`src/rtl/fetch_stage.sv`:
```
// ---------------------------------------------------------------------------
// fetch_stage
//
// IF stage of the 5-stage MIPS pipeline. It owns the fetch PC, the
// instruction-memory request handshake and the IF/ID pipeline register.
// Instruction memory may take any number of cycles to answer. A fetch that a
// redirect has made stale, while it is still outstanding, is drained and its
// word is discarded.
//
// Ports
//   clk          pipeline clock, rising edge
//   reset_n      synchronous active-low reset
//   stallF       hold PC (hazard unit)
//   stallD       hold IF/ID register (hazard unit)
//   pcsrcD       taken branch resolved in D
//   pcbranchD    branch target
//   jumpD        jump in D (wins over pcsrcD)
//   pcjumpD      jump target
//   imem_req     fetch request, low only while reset_n=0
//   imem_addr    fetch address, always equal to pcF
//   imem_rdata   instruction word, valid when imem_ready=1
//   imem_ready   fetch completes this cycle
//   pcF          current fetch PC
//   instrD       IF/ID instruction
//   pcplus4D     IF/ID PC+4
//   validD       instrD is a real instruction, not a bubble
//   fetch_waitF  request outstanding and memory not ready (combinational)
//
// State table
//   state | meaning
//   RUN   | the outstanding fetch is for the current pcF
//   KILL  | the outstanding fetch is stale; redirectPc holds the new target
// ---------------------------------------------------------------------------
module fetch_stage #(
  parameter logic [31:0] RESET_PC  = 32'h0000_0000,
  parameter logic [31:0] NOP_INSTR = 32'h0000_0000
) (
  input  logic        clk,
  input  logic        reset_n,
  input  logic        stallF,
  input  logic        stallD,
  input  logic        pcsrcD,
  input  logic [31:0] pcbranchD,
  input  logic        jumpD,
  input  logic [31:0] pcjumpD,
  output logic        imem_req,
  output logic [31:0] imem_addr,
  input  logic [31:0] imem_rdata,
  input  logic        imem_ready,
  output logic [31:0] pcF,
  output logic [31:0] instrD,
  output logic [31:0] pcplus4D,
  output logic        validD,
  output logic        fetch_waitF
);

  typedef enum logic {
    RUN  = 1'b0,
    KILL = 1'b1
  } stateT;

  typedef enum logic [1:0] {
    IFID_HOLD   = 2'd0,
    IFID_BUBBLE = 2'd1,
    IFID_LOAD   = 2'd2
  } ifidOpT;

  stateT       state;
  stateT       stateNext;
  ifidOpT      ifidOp;
  logic [31:0] redirectPc;
  logic [31:0] redirectPcNext;
  logic [31:0] pcNext;
  logic [31:0] pcPlus4F;
  logic [31:0] target;
  logic        redirect;

  // Branch operands are not ready while D is stalled, so a redirect seen
  // during a D stall is not trusted.
  assign redirect = (jumpD | pcsrcD) & ~stallD;
  assign target   = jumpD ? pcjumpD : pcbranchD;
  assign pcPlus4F = pcF + 32'd4;

  assign imem_req    = reset_n;
  assign imem_addr   = pcF;
  assign fetch_waitF = imem_req & ~imem_ready;

  // pcF only moves on a cycle where memory answers, so imem_addr stays
  // stable for the whole life of a request.
  always_comb begin
    stateNext      = state;
    pcNext         = pcF;
    redirectPcNext = redirectPc;
    ifidOp         = stallD ? IFID_HOLD : IFID_BUBBLE;

    case (state)
      RUN: begin
        if (imem_ready) begin
          if (redirect) begin
            // Returned word belongs to the wrong-path slot.
            pcNext = target;
          end else begin
            if (!stallF) pcNext = pcPlus4F;
            if (!stallD) ifidOp = IFID_LOAD;
          end
        end else if (redirect) begin
          redirectPcNext = target;
          stateNext      = KILL;
        end
      end

      KILL: begin
        if (redirect) redirectPcNext = target;
        if (imem_ready) begin
          // Stale word dropped; a same-cycle redirect is newer than
          // redirectPc. stallF does not block this load.
          pcNext    = redirect ? target : redirectPc;
          stateNext = RUN;
        end
      end

      default: stateNext = RUN;
    endcase
  end

  always_ff @(posedge clk) begin
    if (!reset_n) begin
      state      <= RUN;
      pcF        <= RESET_PC;
      redirectPc <= 32'h0000_0000;
    end else begin
      state      <= stateNext;
      pcF        <= pcNext;
      redirectPc <= redirectPcNext;
    end
  end

  always_ff @(posedge clk) begin
    if (!reset_n) begin
      instrD   <= NOP_INSTR;
      pcplus4D <= 32'h0000_0000;
      validD   <= 1'b0;
    end else begin
      case (ifidOp)
        IFID_LOAD: begin
          instrD   <= imem_rdata;
          pcplus4D <= pcPlus4F;
          validD   <= 1'b1;
        end
        IFID_BUBBLE: begin
          instrD   <= NOP_INSTR;
          pcplus4D <= 32'h0000_0000;
          validD   <= 1'b0;
        end
        default: begin
          instrD   <= instrD;
          pcplus4D <= pcplus4D;
          validD   <= validD;
        end
      endcase
    end
  end

endmodule

```
`config.mk`:
```
export PLATFORM = sky130hd
export DESIGN_NAME = fetch_stage
export DESIGN_NICKNAME = d
export VERILOG_FILES = /design/src/rtl/fetch_stage.sv
export SDC_FILE = /design/constraint.sdc
export NUM_CORES = 1
export LEC_CHECK = 0
export CAP_MARGIN = 10
export CORE_MARGIN = 3
export CORE_UTILIZATION = 45
export DETAILED_ROUTE_END_ITERATION = 12
export GPL_ROUTABILITY_DRIVEN = 0
export PLACE_DENSITY = 0.77
export SYNTH_ARGS = -nofsm -noshare
export SYNTH_HDL_FRONTEND = slang
export SYNTH_SLANG_ARGS = --single-unit
```
`constraint.sdc`:
```
create_clock -name clk -period 3.25 [get_ports clk]
set_clock_uncertainty 0.1 [all_clocks]
set_input_delay 0.65 -clock clk [delete_from_list [all_inputs] [get_ports clk]]
set_output_delay 0.65 -clock clk [all_outputs]
set_load 0.01 [all_outputs]
```
Clock wiring as the flow saved it:
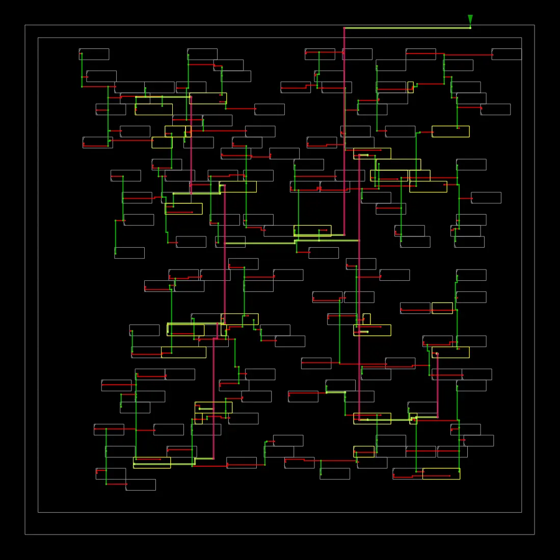
sequential cell count: 130
clk sink count: 130

Nets reached from selected ports:
Scale: 3 px per um.
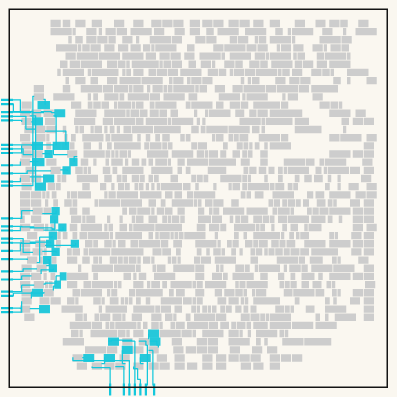
| colour | port | bits | direction | end cells | buffers | wire |
|---|---|---|---|---|---|---|
| cyan | pcbranchD | 32 | input | 32 | 32 | 536 um |
io pins: 234
number of I/O port buffers: 233

==> results.py <==
# Flow results
metrics = {
    "yosys": {
        "ys_sh_mux": 0.0321,
        "synth.distinct_cells": 59,
        "synthXorXnorAreaFrac": 0.0368,
        "synth_cells": 781,
        "synthAoiAreaFrac": 0.235,
        "ys_warn_count": 0,
        "simple_gate_area_frac": 0.205,
        "adder_share": 0.00389,
        "ys.flops": 130,
    },
    "routing": {
        "wl_um": 21000,
        "drc": 0,
    },
    "critical_path": {
        "critPathRequiredTime_ns": 2.50,
        "cp_common_cell": "clkdlybuf4s50_1",
        "reg2reg_depth": 5,
    },
    "outcome": {
        "status": "complete, no violations",
    },
    "floorplanning": {
        "die_h_um": 126,
    },
    "hold_path": {
        "hold_depth": 2,
    },
    "clock_tree": {
        "post_cts_buffers": 0,
        "htreeDepth": 4,
    },
    "final_timing": {
        "timing.slew.headroom": 0.492,
        "min_period_over_period": 0.859,
    },
}
Placement density heat map:
Scale: 2 px per um. 13 x 13 tiles, from dark purple (low) to yellow (high), 0 to 100% covered.
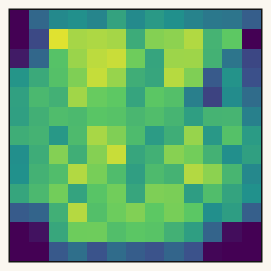
emptiest ninth of the die: lower right
nearly empty tiles: 5.9%
fullest tile: 96%
mean over tiles: 58%

Cell sizes after repair:
Scale: 4 px per um.
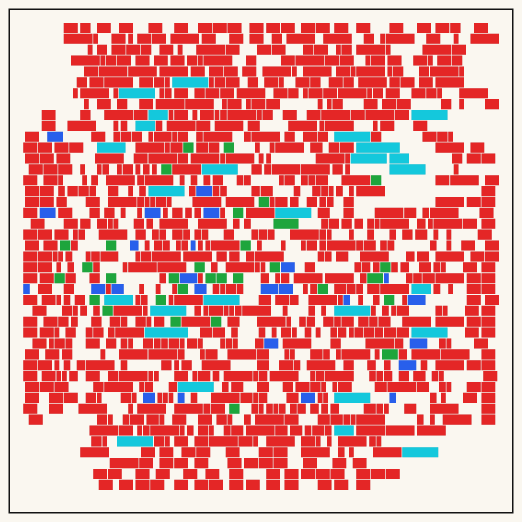
| colour | size | cells | share |
|---|---|---|---|
| green | x3 and x4 | 31 | 3.2% |
| cyan | x6 and larger | 26 | 2.7% |
| blue | x2 | 25 | 2.5% |
| red | x1 and smaller | 899 | 92% |
Design Area, Final: 9320 um2
final worst-path setup slack: 0.458 ns
Plain + repair buffers: 263

==> worst max path at each step <==
stage          startpoint           end  slack, ns  cells after the start
2_1_floorplan       jumpD    instrD[10]       0.51                     10
6_report          reset_n   fetch_waitF       0.46                      4
4_1_cts           reset_n   fetch_waitF       0.43                      4
3_5_place_dp       pcsrcD  pcplus4D[17]       0.22                      7
3_3_place_gp       pcsrcD  pcplus4D[31]       0.28                      7
5_1_grt           reset_n   fetch_waitF       0.38                      4
==> power by group <==
part | internal, W | switching (W) | total (W)
clock | 0.00122 | 0.000679 | 0.00190
sequential | 0.00168 | 0.0000805 | 0.00176
combinational | 0.000405 | 0.000376 | 0.000780
==> sequential cells by signal, summed over array words and instances (netlist names) <==
register / flops
pcplus4D: 32
state: 1
redirectPc: 32
imem_addr: 32
instrD: 32
validD: 1
==> metrics by stage <==
step / util / power (W) / instances / instance area [um2] / worst slack [ns]
2_1_floorplan: - / 0.00217 / 781 / 6430 / 0.509
3_3_place_gp: 0.627 / 0.00255 / 1131 / 8730 / 0.277
3_5_place_dp: 0.627 / 0.00256 / 1131 / 8730 / 0.217
4_1_cts: 0.668 / 0.00444 / 1161 / 9320 / 0.433
5_1_grt: 0.668 / 0.00459 / 1161 / 9320 / 0.384
6_report: 0.668 / 0.00443 / 1161 / 9320 / 0.458
==> metal layers <==
metal	wire length (um)	vias to the layer above	global-route usage
met5	0	-	0
met4	498	0	0.0950
met3	1720	40	0.0632
met2	9600	316	0.397
met1	9160	3085	0.362
li1	-	3166	-
==> cell families after synthesis <==
group	Yosys count
AND/OR/NAND/NOR	273
AND-OR/OR-AND	230
flip-flops	130
buffers and inverters	99
XOR/XNOR	27
multiplexers	20
adder cells (fa/ha/maj)	2
==> cell type report <==
class,instances,area share
Clock buffer,25,0.0543
Sequential cell,130,0.279
Timing Repair Buffer,263,0.277
Clock inverter,5,0.00806
Tap cell,180,0.0242
Inverter,6,0.00242
Multi-Input combinational cell,552,0.355
==> cells in the final DEF, fill, tap and decap left out, types with 5 or more instances in the layout <==
cell type        netlist  routed
a211oi_1              19      19
a21oi_1               63      62
a22oi_1               57      57
a32o_1                 5       5
buf_4                 33      28
clkbuf_16              0      17
clkbuf_8               0       5
clkdlybuf4s50_1        0     232
dfxtp_1              130     130
mux2_2                 5       5
mux2i_1               15      15
nand2_1               72      72
nand3_1               18      18
nand3b_1              16      16
nand4_1                8       8
nor2_1               105     104
nor3_1                13      13
nor4_1                 9       9
o21ai_0               41      41
xnor2_1               21      21
xor2_1                 6       6
==> worst min-delay path, delay by kind of cell (launching register included) <==
kind / cells / cell delay (ns)
flip-flops: 1 / 0.30
AND/OR/NAND/NOR: 2 / 0.09
Power figures rest on the tool's default switching activity, not on a simulated workload.
